--- config.mk ---
export PLATFORM = sky130hd
export DESIGN_NAME = fpu_div_flat
export DESIGN_NICKNAME = d
export VERILOG_FILES = /design/src/rtl/fpu_pkg.sv /design/src/rtl/fpu_div_if.sv /design/src/rtl/mant_div.sv /design/src/rtl/fpu_div.sv /design/src/flat_wrapper.sv
export SDC_FILE = /design/constraint.sdc
export NUM_CORES = 1
export LEC_CHECK = 0
export CORE_MARGIN = 2
export CORE_UTILIZATION = 53
export DETAILED_ROUTE_END_ITERATION = 8
export MAX_ROUTING_LAYER = met4
export PLACE_DENSITY = 0.76
export SLEW_MARGIN = 15
export SYNTH_ARGS = -nofsm -noshare
export SYNTH_HDL_FRONTEND = slang
export SYNTH_SLANG_ARGS = --single-unit
--- constraint.sdc ---
create_clock -name clk -period 9.39 [get_ports clk]
set_input_delay 1.878 -clock clk [delete_from_list [all_inputs] [get_ports clk]]
set_output_delay 1.878 -clock clk [all_outputs]
set_load 0.03 [all_outputs]
--- src/rtl/fpu_pkg.sv ---
// Shared FPU definitions: precision encoding, field widths, biases, flag layout
// and the operand pack/unpack helpers used by the divider.
package fpu_pkg;

  localparam int unsigned DATA_W  = 32;
  localparam int unsigned FLAG_W  = 4;
  localparam int unsigned SP_FRAC = 23;
  localparam int unsigned HP_FRAC = 10;
  localparam int unsigned SP_EXP  = 8;
  localparam int unsigned HP_EXP  = 5;
  localparam int unsigned SP_BIAS = 127;
  localparam int unsigned HP_BIAS = 15;
  localparam int unsigned SP_EMAX = 255;
  localparam int unsigned HP_EMAX = 31;
  localparam int unsigned MANT_W  = SP_FRAC + 1;
  localparam int unsigned Q_W     = SP_FRAC + 2;
  localparam int unsigned CNT_W   = 5;
  localparam int unsigned EXPT_W  = 10;

  localparam logic PREC_HALF   = 1'b0;
  localparam logic PREC_SINGLE = 1'b1;

  localparam int unsigned FLAG_NEG   = 3;
  localparam int unsigned FLAG_ZERO  = 2;
  localparam int unsigned FLAG_CARRY = 1;
  localparam int unsigned FLAG_OVF   = 0;

  typedef enum logic [1:0] {IDLE, DIV, NORM, DONE} div_state_e;

  typedef struct packed {
    logic                 sign;
    logic [SP_EXP-1:0]    exp;
    logic [MANT_W-1:0]    mant;
    logic                 zero;
  } fp_fields_t;

  // Half operands live in [15:0]; the upper half is ignored entirely.
  function automatic fp_fields_t fp_unpack(logic prec, logic [DATA_W-1:0] x);
    fp_fields_t f;
    if (prec == PREC_SINGLE) begin
      f.sign = x[31];
      f.exp  = x[30:23];
      f.mant = {1'b1, x[22:0]};
      f.zero = (x == '0);
    end else begin
      f.sign = x[15];
      f.exp  = {3'b000, x[14:10]};
      f.mant = {13'b0, 1'b1, x[9:0]};
      f.zero = (x[15:0] == 16'h0000);
    end
    return f;
  endfunction

  function automatic logic [DATA_W-1:0] fp_pack(logic prec, logic sign,
                                                logic [SP_EXP-1:0] exp,
                                                logic [SP_FRAC-1:0] frac);
    if (prec == PREC_SINGLE) return {sign, exp, frac};
    return {16'h0000, sign, exp[HP_EXP-1:0], frac[HP_FRAC-1:0]};
  endfunction

  function automatic logic [SP_EXP-1:0] exp_max(logic prec);
    return (prec == PREC_SINGLE) ? SP_EXP'(SP_EMAX) : SP_EXP'(HP_EMAX);
  endfunction

  function automatic logic [EXPT_W-1:0] exp_bias(logic prec);
    return (prec == PREC_SINGLE) ? EXPT_W'(SP_BIAS) : EXPT_W'(HP_BIAS);
  endfunction

  function automatic logic [FLAG_W-1:0] fp_flags(logic prec, logic [DATA_W-1:0] res,
                                                 logic ovf);
    logic [FLAG_W-1:0] f;
    f             = '0;
    f[FLAG_NEG]   = (prec == PREC_SINGLE) ? res[31] : res[15];
    f[FLAG_ZERO]  = (res == '0);
    f[FLAG_CARRY] = 1'b0;
    f[FLAG_OVF]   = ovf;
    return f;
  endfunction

endpackage

--- src/rtl/fpu_div_if.sv ---
// Start/done request bus between the execute-stage controller and the divider.
interface fpu_div_if;
  import fpu_pkg::*;

  logic              start;
  logic              prec;
  logic [DATA_W-1:0] a;
  logic [DATA_W-1:0] b;
  logic              busy;
  logic              done;
  logic [DATA_W-1:0] Result;
  logic [FLAG_W-1:0] FPUFlags;

  modport master (output start, prec, a, b, input busy, done, Result, FPUFlags);
  modport slave  (input start, prec, a, b, output busy, done, Result, FPUFlags);
endinterface

--- src/rtl/mant_div.sv ---
// Restoring significand divider: one quotient bit per step, MSB first.
module mant_div
  import fpu_pkg::*;
(
  input  logic              clk,
  input  logic              rst,
  input  logic              load_i,
  input  logic              step_i,
  input  logic [MANT_W-1:0] dividend_i,
  input  logic [MANT_W-1:0] divisor_i,
  input  logic [CNT_W-1:0]  cnt_i,
  output logic [Q_W-1:0]    q_o,
  output logic              last_o
);

  logic [MANT_W:0]   rem_q, rem_d;
  logic [MANT_W-1:0] dvs_q, dvs_d;
  logic [Q_W-1:0]    quo_q, quo_d;
  logic [CNT_W-1:0]  cnt_q, cnt_d;
  logic              last_q, last_d;
  logic [MANT_W:0]   diff;

  // rem stays below 2*divisor, so after a subtract or a non-subtract the
  // top bit is always clear before the shift.
  always_comb begin
    rem_d  = rem_q;
    dvs_d  = dvs_q;
    quo_d  = quo_q;
    cnt_d  = cnt_q;
    last_d = last_q;
    diff   = rem_q - {1'b0, dvs_q};
    if (load_i) begin
      rem_d  = {1'b0, dividend_i};
      dvs_d  = divisor_i;
      quo_d  = '0;
      cnt_d  = cnt_i;
      last_d = (cnt_i == CNT_W'(1));
    end else if (step_i) begin
      if (rem_q >= {1'b0, dvs_q}) begin
        rem_d = {diff[MANT_W-1:0], 1'b0};
        quo_d = {quo_q[Q_W-2:0], 1'b1};
      end else begin
        rem_d = {rem_q[MANT_W-1:0], 1'b0};
        quo_d = {quo_q[Q_W-2:0], 1'b0};
      end
      cnt_d  = cnt_q - CNT_W'(1);
      last_d = (cnt_q == CNT_W'(2));
    end
  end

  always_ff @(posedge clk or posedge rst) begin
    if (rst) begin
      rem_q  <= '0;
      dvs_q  <= '0;
      quo_q  <= '0;
      cnt_q  <= '0;
      last_q <= 1'b0;
    end else begin
      rem_q  <= rem_d;
      dvs_q  <= dvs_d;
      quo_q  <= quo_d;
      cnt_q  <= cnt_d;
      last_q <= last_d;
    end
  end

  assign q_o    = quo_q;
  assign last_o = last_q;

endmodule

--- src/rtl/fpu_div.sv ---
// Multi-cycle half/single floating-point divider: FSM, exponent path, special
// cases and result packing around the restoring significand divider.
module fpu_div
  import fpu_pkg::*;
(
  input  logic       clk,
  input  logic       reset,
  fpu_div_if.slave   bus
);

  div_state_e               state_q, state_d;
  logic                     prec_q, prec_d;
  logic                     sign_q, sign_d;
  logic signed [EXPT_W-1:0] expt_q, expt_d;
  logic [DATA_W-1:0]        res_q, res_d;
  logic                     ovf_q, ovf_d;
  logic                     busy_q, busy_d;
  logic                     done_q, done_d;
  logic [DATA_W-1:0]        result_q, result_d;
  logic [FLAG_W-1:0]        flags_q, flags_d;

  fp_fields_t               fa, fb;
  logic                     load, step, last;
  logic [Q_W-1:0]           quo;

  logic                     q_top;
  logic [SP_FRAC-1:0]       norm_frac;
  logic signed [EXPT_W-1:0] norm_exp, exp_lim;
  logic [DATA_W-1:0]        norm_res;
  logic                     norm_ovf;

  assign fa = fp_unpack(bus.prec, bus.a);
  assign fb = fp_unpack(bus.prec, bus.b);

  mant_div u_mant_div (
    .clk        (clk),
    .rst        (reset),
    .load_i     (load),
    .step_i     (step),
    .dividend_i (fa.mant),
    .divisor_i  (fb.mant),
    .cnt_i      ((bus.prec == PREC_SINGLE) ? CNT_W'(SP_FRAC + 2) : CNT_W'(HP_FRAC + 2)),
    .q_o        (quo),
    .last_o     (last)
  );

  // Quotient lies in (0.5, 2): pick the leading-one alignment, then truncate.
  always_comb begin
    q_top = (prec_q == PREC_SINGLE) ? quo[Q_W-1] : quo[HP_FRAC+1];
    if (prec_q == PREC_SINGLE) begin
      norm_frac = q_top ? quo[SP_FRAC:1] : quo[SP_FRAC-1:0];
    end else begin
      norm_frac = {13'b0, (q_top ? quo[HP_FRAC:1] : quo[HP_FRAC-1:0])};
    end
    norm_exp = q_top ? expt_q : expt_q - 10'sd1;
    exp_lim  = $signed({2'b00, exp_max(prec_q)});
    norm_res = '0;
    norm_ovf = 1'b0;
    if (norm_exp >= exp_lim) begin
      norm_res = fp_pack(prec_q, sign_q, exp_max(prec_q), '0);
      norm_ovf = 1'b1;
    end else if (norm_exp > 10'sd0) begin
      norm_res = fp_pack(prec_q, sign_q, norm_exp[SP_EXP-1:0], norm_frac);
    end
  end

  always_comb begin
    state_d  = state_q;
    prec_d   = prec_q;
    sign_d   = sign_q;
    expt_d   = expt_q;
    res_d    = res_q;
    ovf_d    = ovf_q;
    result_d = result_q;
    flags_d  = flags_q;
    load     = 1'b0;
    step     = 1'b0;
    unique case (state_q)
      IDLE: begin
        // done_q high means the previous result is being presented this cycle
        if (bus.start && !done_q) begin
          prec_d = bus.prec;
          sign_d = fa.sign ^ fb.sign;
          expt_d = $signed({2'b00, fa.exp}) - $signed({2'b00, fb.exp})
                   + $signed(exp_bias(bus.prec));
          if (fb.zero) begin
            res_d   = fp_pack(bus.prec, fa.sign ^ fb.sign, exp_max(bus.prec), '0);
            ovf_d   = 1'b1;
            state_d = DONE;
          end else if (fa.zero) begin
            res_d   = '0;
            ovf_d   = 1'b0;
            state_d = DONE;
          end else begin
            load    = 1'b1;
            state_d = DIV;
          end
        end
      end
      DIV: begin
        step = 1'b1;
        if (last) state_d = NORM;
      end
      NORM: begin
        res_d   = norm_res;
        ovf_d   = norm_ovf;
        state_d = DONE;
      end
      DONE: begin
        result_d = res_q;
        flags_d  = fp_flags(prec_q, res_q, ovf_q);
        state_d  = IDLE;
      end
      default: state_d = IDLE;
    endcase
    busy_d = (state_d != IDLE);
    done_d = (state_q == DONE);
  end

  always_ff @(posedge clk or posedge reset) begin
    if (reset) begin
      state_q  <= IDLE;
      prec_q   <= PREC_HALF;
      sign_q   <= 1'b0;
      expt_q   <= '0;
      res_q    <= '0;
      ovf_q    <= 1'b0;
      busy_q   <= 1'b0;
      done_q   <= 1'b0;
      result_q <= '0;
      flags_q  <= '0;
    end else begin
      state_q  <= state_d;
      prec_q   <= prec_d;
      sign_q   <= sign_d;
      expt_q   <= expt_d;
      res_q    <= res_d;
      ovf_q    <= ovf_d;
      busy_q   <= busy_d;
      done_q   <= done_d;
      result_q <= result_d;
      flags_q  <= flags_d;
    end
  end

  assign bus.busy     = busy_q;
  assign bus.done     = done_q;
  assign bus.Result   = result_q;
  assign bus.FPUFlags = flags_q;

endmodule

--- src/flat_wrapper.sv ---
// flat-port wrapper written by rule: the top's interface ports become plain ports
module fpu_div_flat import fpu_pkg::*;
  (clk, reset, bus_start, bus_prec, bus_a, bus_b, bus_busy, bus_done, bus_Result, bus_FPUFlags);
  fpu_div_if bus_i ();
  input  logic clk;
  input  logic reset;
  input wire logic [$bits(bus_i.start)-1:0] bus_start;
  input wire logic [$bits(bus_i.prec)-1:0] bus_prec;
  input wire logic [$bits(bus_i.a)-1:0] bus_a;
  input wire logic [$bits(bus_i.b)-1:0] bus_b;
  output wire logic [$bits(bus_i.busy)-1:0] bus_busy;
  output wire logic [$bits(bus_i.done)-1:0] bus_done;
  output wire logic [$bits(bus_i.Result)-1:0] bus_Result;
  output wire logic [$bits(bus_i.FPUFlags)-1:0] bus_FPUFlags;
  assign bus_i.start = bus_start;
  assign bus_i.prec = bus_prec;
  assign bus_i.a = bus_a;
  assign bus_i.b = bus_b;
  assign bus_busy = bus_i.busy;
  assign bus_done = bus_i.done;
  assign bus_Result = bus_i.Result;
  assign bus_FPUFlags = bus_i.FPUFlags;
  fpu_div u_core (.clk(clk), .reset(reset), .bus(bus_i));
endmodule
Figure 1. Met1 routing (run 1).
Cells faint in the background.
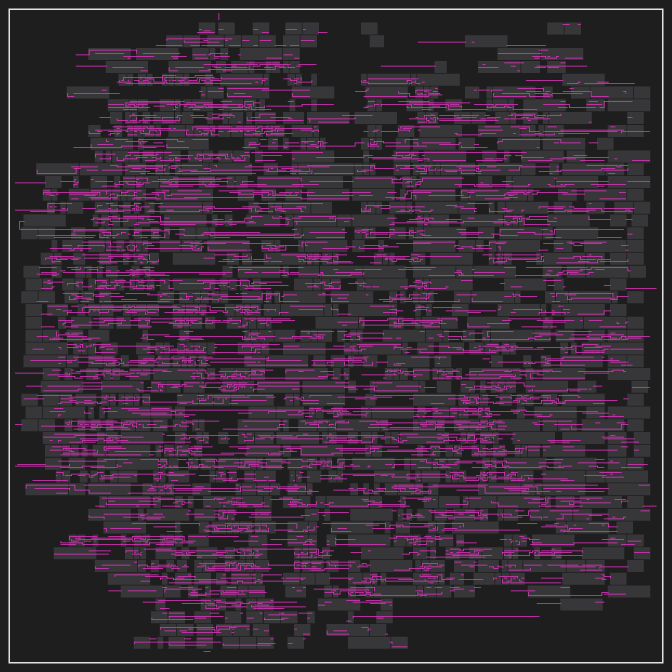
main direction = horizontal
wire length on this layer = 10400 um
share of all routed wire = 43%
number of vias in the routed layout: 8082
met1 Track Usage GR: 34.8%
total wire length after detailed routing: 24200 um

Figure 2. The metal 2 layer (run 1).
The bar under the picture is 50 um long.
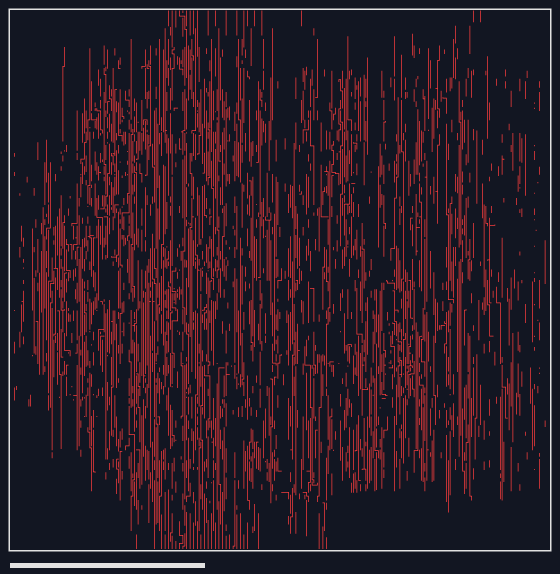
share of all routed wire = 48%
main direction = vertical
nets with wire on the layer = 1019
wire length on this layer = 11600 um
longest straight run = 50.0 um
met2 routing resource usage after global routing: 42.5%

Figure 3. Signal wires on met3 (run 1).
The bar under the picture is 50 um long.
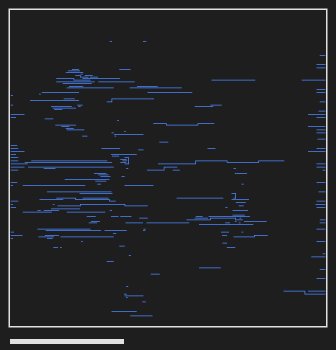
longest straight run = 38.0 um
share of all routed wire = 6.0%
wire length on this layer = 1440 um
nets with wire on the layer = 147
GR Layer Usage met3: 4.80%

Figure 4. Signal wires on met4 (run 1).
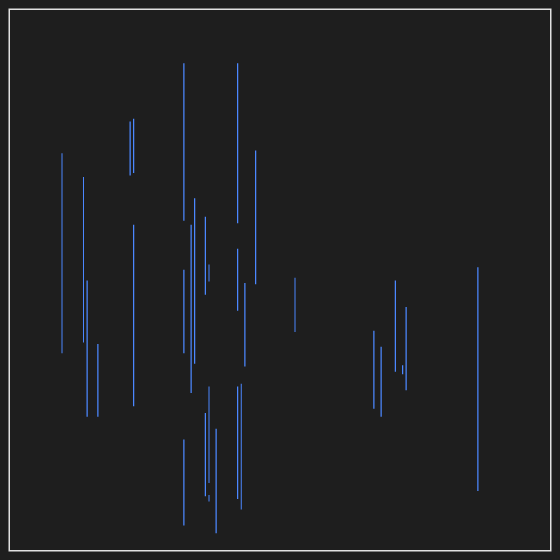
nets with wire on the layer = 26
wire length on this layer = 811 um
longest straight run = 57.1 um
main direction = vertical

## run 1: flip-flops by register name (all words and copies together), names as in the netlist
| register | flops |
|---|---|
| u_core.bus.done | 1 |
| u_core.res_q | 32 |
| u_core.expt_q | 10 |
| u_core.bus.Result | 32 |
| u_core.u_mant_div.q_o | 25 |
| u_core.u_mant_div.rem_q | 25 |
| u_core.bus.FPUFlags | 3 |
| u_core.u_mant_div.cnt_q | 5 |
| u_core.u_mant_div.dvs_q | 24 |
| u_core.prec_q | 1 |
| u_core.sign_q | 1 |
| u_core.state_q | 2 |
| u_core.bus.busy | 1 |
| u_core.u_mant_div.last_o | 1 |
| u_core.ovf_q | 1 |
==> changes_impl.md, run 1 <==
### Changed

- Run status: finished clean
- Combinational Area: 5060 sq um
- Share of power burned in registers: 29.8%
- Post-DR wirelength/cell: 17.9 um
- Worst vdd rail ir drop: 236 uV
- Cts hold-fix bufs: 0
- Power Combinational: 2360 uW
- Cell with the most instances after synthesis: dfrtp_1
- Maximum number of pins on one net before global-route repair: 92
- Antenna cells: 0
- Avg Synthesized Cell Area: 9.27 sq um
- Yosys cell count: 1035
- Instance count of the mapped netlist: 1035
- Antenna violations before repair: 0
- Detailed Place HPWL: 17700 um
- Area Overhead vs Synth: 18.3%
- Total length of routed met2 wires: 11600 um
- Critical path arrival: 5.51 ns
- Vias/cell: 5.98
- Final-layout worst hold slack: 0.483 ns
- Setup violators final: 0
- Layer carrying the most global-route usage: met2
- CTS H-tree depth: 4
- Final cell count without fillers: 1352
- Number of register bits inferred by synthesis: 164
- Hold path start: u_core.bus.FPUFlags[2]
- Top routing layer in use: met4
- Hold Violations, Final: 0
- Final clock period utilization by the worst path: 54.8%
- Hold EP: u_core.bus.FPUFlags[2]
- Arithmetic-cell share of the synthesized area counting full adders, half adders and majority gates: 6.28%
- Remaining Overflow, GRT: 0
- Destination of the critical timing path: u_core.expt_q[8]
- Die area: 19200 sq um
- Hold Path Depth: 2
- Number of buffers and inverters on the critical path: 1
- Critical Path Stages: 15
- Worst setup slack after layout: 4.24 ns
- Buffers inserted during post-CTS setup optimization: 0
- Clock Skews: 0.0130 ns
- Non-clock buffer area fraction after layout: 9.59%
- Endpoint class of the critical path: flip-flop
## Run 2: what changed since run 1
==> constraint.sdc (replaced) <==
create_clock -name clk -period 5.2 [get_ports clk]
set_input_delay 1.04 -clock clk [delete_from_list [all_inputs] [get_ports clk]]
set_output_delay 1.04 -clock clk [all_outputs]
set_load 0.03 [all_outputs]
Figure 5. The metal 2 layer (run 2).
The bar under the picture is 50 um long.
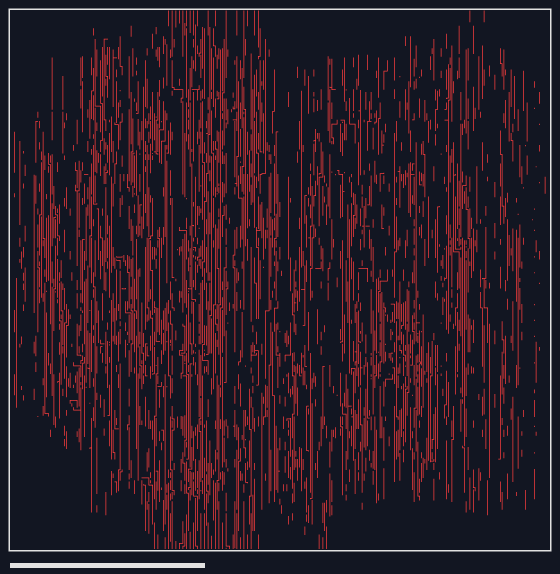
main direction = vertical
share of all routed wire = 48%
longest straight run = 65.4 um
wire length on this layer = 11600 um
nets with wire on the layer = 989
met2 routing resource usage after global routing: 41.6%
total wire length after detailed routing: 24200 um
number of vias in the routed layout: 7990

==> run 2 against run 1 <==
  * Cell count up 0.37%
  * Core utilization increased by 0.36 points
  * Synthesized cell count did not move
  * Clock skew down 0.0036 ns
  * Via count shrank 1.1%
  * Sequential power increased by 82%
  * Sequential share of layout area down 0.20 points
  * Clock power is 78% higher
  * Die size is the same
  * Largest cell class unchanged
  * Highest routed layer unchanged
==> changes_impl.md, run 2 <==
### Changed

- Final clock period utilization by the worst path: 78.7%
- Die area: 19200 sq um (unchanged)
- Buffers inserted during post-CTS setup optimization: 0 (unchanged)
- Post-DR wirelength/cell: 17.8 um (was 17.9 um)
- Run status: finished clean (unchanged)
- GR Layer Usage met3: 4.42% (was 4.80%)
- Final cell count without fillers: 1357 (was 1352)
- Maximum number of pins on one net before global-route repair: 91 (was 92)
- Antenna violations before repair: 0 (unchanged)
- Hold EP: u_core.bus.FPUFlags[3] (was u_core.bus.FPUFlags[2])
- Hold Path Depth: 2 (unchanged)
- Worst setup slack after layout: 1.11 ns (was 4.24 ns)
- Instance count of the mapped netlist: 1035 (unchanged)
- Met1 Track Usage GR: 34.9% (was 34.8%)
- Non-clock buffer area fraction after layout: 10.1% (was 9.59%)
- Cts hold-fix bufs: 0 (unchanged)
- Combinational Area: 5060 sq um (unchanged)
- Area Overhead vs Synth: 18.9% (was 18.3%)
- CTS H-tree depth: 4 (unchanged)
- Antenna cells: 0 (unchanged)
- Detailed Place HPWL: 17700 um (about the same)
Figure 6. Clock wiring as the flow saved it (run 2).
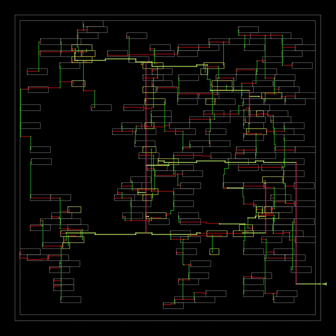
TritonCTS sink count: 164
number of clock buffer instances in the layout: 17
Clock Skews: 0.00941 ns

-- run 2: cell counts after synthesis --
Identical to the previous run, type by type.
-- run 2: worst max path at each step --
| stage | start | to | cells after the start |
|---|---|---|---|
| 5_1_grt | u_core.prec_q | u_core.res_q[28] | 11 |
| 3_3_place_gp | bus_a[11] | u_core.expt_q[8] | 15 |
| 2_1_floorplan | bus_prec | u_core.expt_q[8] | 16 |
| 4_1_cts | u_core.prec_q | u_core.res_q[28] | 11 |
| 3_5_place_dp | bus_a[11] | u_core.expt_q[8] | 15 |
| 6_report | bus_a[11] | u_core.expt_q[8] | 15 |
## Run 3: what changed since run 2
--- a/config.mk
+++ b/config.mk
@@ -6,10 +6,10 @@
 export NUM_CORES = 1
 export LEC_CHECK = 0
 export CORE_MARGIN = 2
-export CORE_UTILIZATION = 53
+export CORE_UTILIZATION = 52
 export DETAILED_ROUTE_END_ITERATION = 8
 export MAX_ROUTING_LAYER = met4
-export PLACE_DENSITY = 0.76
+export PLACE_DENSITY = 0.77
 export SLEW_MARGIN = 15
 export SYNTH_ARGS = -nofsm -noshare
 export SYNTH_HDL_FRONTEND = slang
==> constraint.sdc (replaced) <==
create_clock -name clk -period 3.7 [get_ports clk]
set_input_delay 0.74 -clock clk [delete_from_list [all_inputs] [get_ports clk]]
set_output_delay 0.74 -clock clk [all_outputs]
set_load 0.03 [all_outputs]
Figure 7. Clock wiring as the flow saved it (run 3).
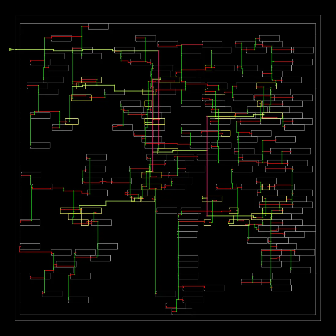
clock distribution power: 1830 uW
Clock Skews: 0.00803 ns

==> run 3 against run 2 <==
  * Clock power up 45%
  * Synthesized area did not move
  * Worst setup slack lost 0.89 ns
  * Cell count rose by 3.2%
  * First-iteration DRC count is 25% lower
==> changes_impl.md, run 3 <==
### Changed

- Cts hold-fix bufs: 0 (unchanged)
- Antenna cells: 0 (unchanged)
- Post-DR wirelength/cell: 17.6 um (was 17.8 um)
- Combinational Area: 5060 sq um (about the same)
- Vias/cell: 5.87 (was 5.89)
- Area Overhead vs Synth: 22.3% (was 18.9%)
- I/O pin total: 106 (unchanged)
- Cell with the most instances after synthesis: dfrtp_1 (unchanged)
- Instance count after placement with tap cells included: 1369 (was 1325)
- Clock Tree Root: clkbuf_16 (unchanged)
- Instance count of the mapped netlist: 1035 (unchanged)
- Final clock period utilization by the worst path: 94.1%
- Buffers inserted during post-CTS setup optimization: 0 (unchanged)
- Worst vdd rail ir drop: 606 uV (was 418 uV)
- Hold Violations, Final: 0 (unchanged)
- Final-layout worst hold slack: 0.486 ns (was 0.485 ns)
- Maximum number of pins on one net before global-route repair: 165 (was 91)
- Number of register bits inferred by synthesis: 164 (unchanged)
- Min Tclk post-route: 3.48 ns
- Critical path arrival: 3.84 ns (was 4.45 ns)
- Critical register-to-register path startpoint: u_core.prec_q (unchanged)
- Setup violators final: 0 (unchanged)
- Tool warning count: 32 (was 30)
- Crit Path Category: in2reg (unchanged)
- Die area: 19600 sq um (was 19200 sq um)
- Share of power burned in registers: 28.9% (was 29.9%)
- Antenna violations before repair: 0 (unchanged)
- Remaining Overflow, GRT: 0 (unchanged)
- Total length of routed met2 wires: 12000 um (was 11600 um)
- CTS H-tree depth: 4 (unchanged)
- Detailed Place HPWL: 18000 um (was 17700 um)
- Asr flop ratio synth: 100% (unchanged)
- Metal3 WL: 1200 um (was 1170 um)
- Layer carrying the most global-route usage: met2 (unchanged)
- Power Combinational: 6260 uW (was 4260 uW)
- TritonCTS sink count: 164 (unchanged)
- Ratio of cells with drive above 1 in the final layout: 13.0% (was 9.49%)
- Hold Path Depth: 2 (unchanged)
- Met1 Track Usage GR: 33.3% (was 34.9%)
- Number of buffers and inverters on the critical path: 1 (unchanged)
- Hold path start: u_core.bus.FPUFlags[3] (unchanged)
- Top routing layer in use: met4 (unchanged)
- Yosys cell count: 1035 (unchanged)
- Run status: finished clean (unchanged)
- Avg Synthesized Cell Area: 9.27 sq um (unchanged)
- Worst setup slack after layout: 0.220 ns (was 1.11 ns)
- Hold EP: u_core.bus.FPUFlags[3] (unchanged)
- Endpoint class of the critical path: flip-flop (unchanged)
- GR Layer Usage met3: 4.09% (was 4.42%)
- Final cell count without fillers: 1401 (was 1357)
Figure 8. The metal 2 layer (run 3).
The bar under the picture is 50 um long.
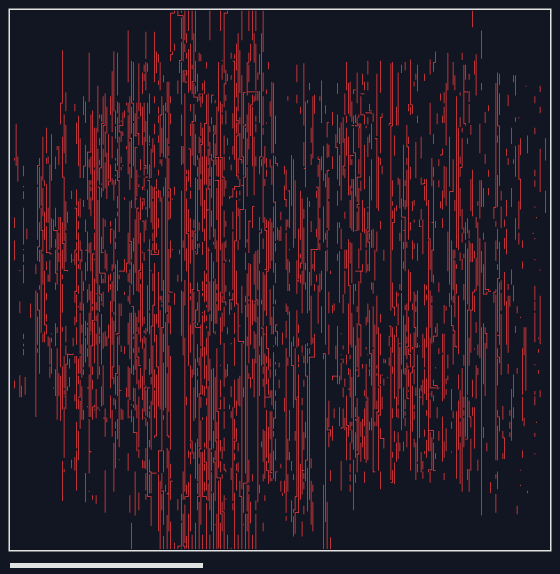
longest straight run = 54.4 um
nets with wire on the layer = 1083
share of all routed wire = 49%
main direction = vertical
wire length on this layer = 12000 um
total wire length after detailed routing: 24600 um
number of vias in the routed layout: 8226
met2 routing resource usage after global routing: 43.7%

-- run 3: worst max-delay path by stage --
stage                         start               end  slack [ns]  cells after the start
final                     bus_a[11]  u_core.expt_q[8]        0.22                     15
after global routing      bus_b[10]  u_core.expt_q[9]        0.01                     16
after CTS                 bus_b[10]  u_core.expt_q[9]        0.22                     16
after detailed placement  bus_b[10]  u_core.expt_q[9]       -0.21                     16
after global placement    bus_b[10]  u_core.expt_q[9]       -0.18                     16
after floorplan            bus_prec  u_core.expt_q[8]        0.05                     16
-- run 3: layout make-up --
type                            instances  share of cell area (%)
Multi-Input combinational cell        763                    43.1
Sequential cell                       164                    35.0
Timing Repair Buffer                  160                    12.5
Clock inverter                         15                    1.60
Tap cell                              229                    2.44
Clock buffer                           17                    3.62
Inverter                               53                    1.73
Power and IR drop assume default switching activity.
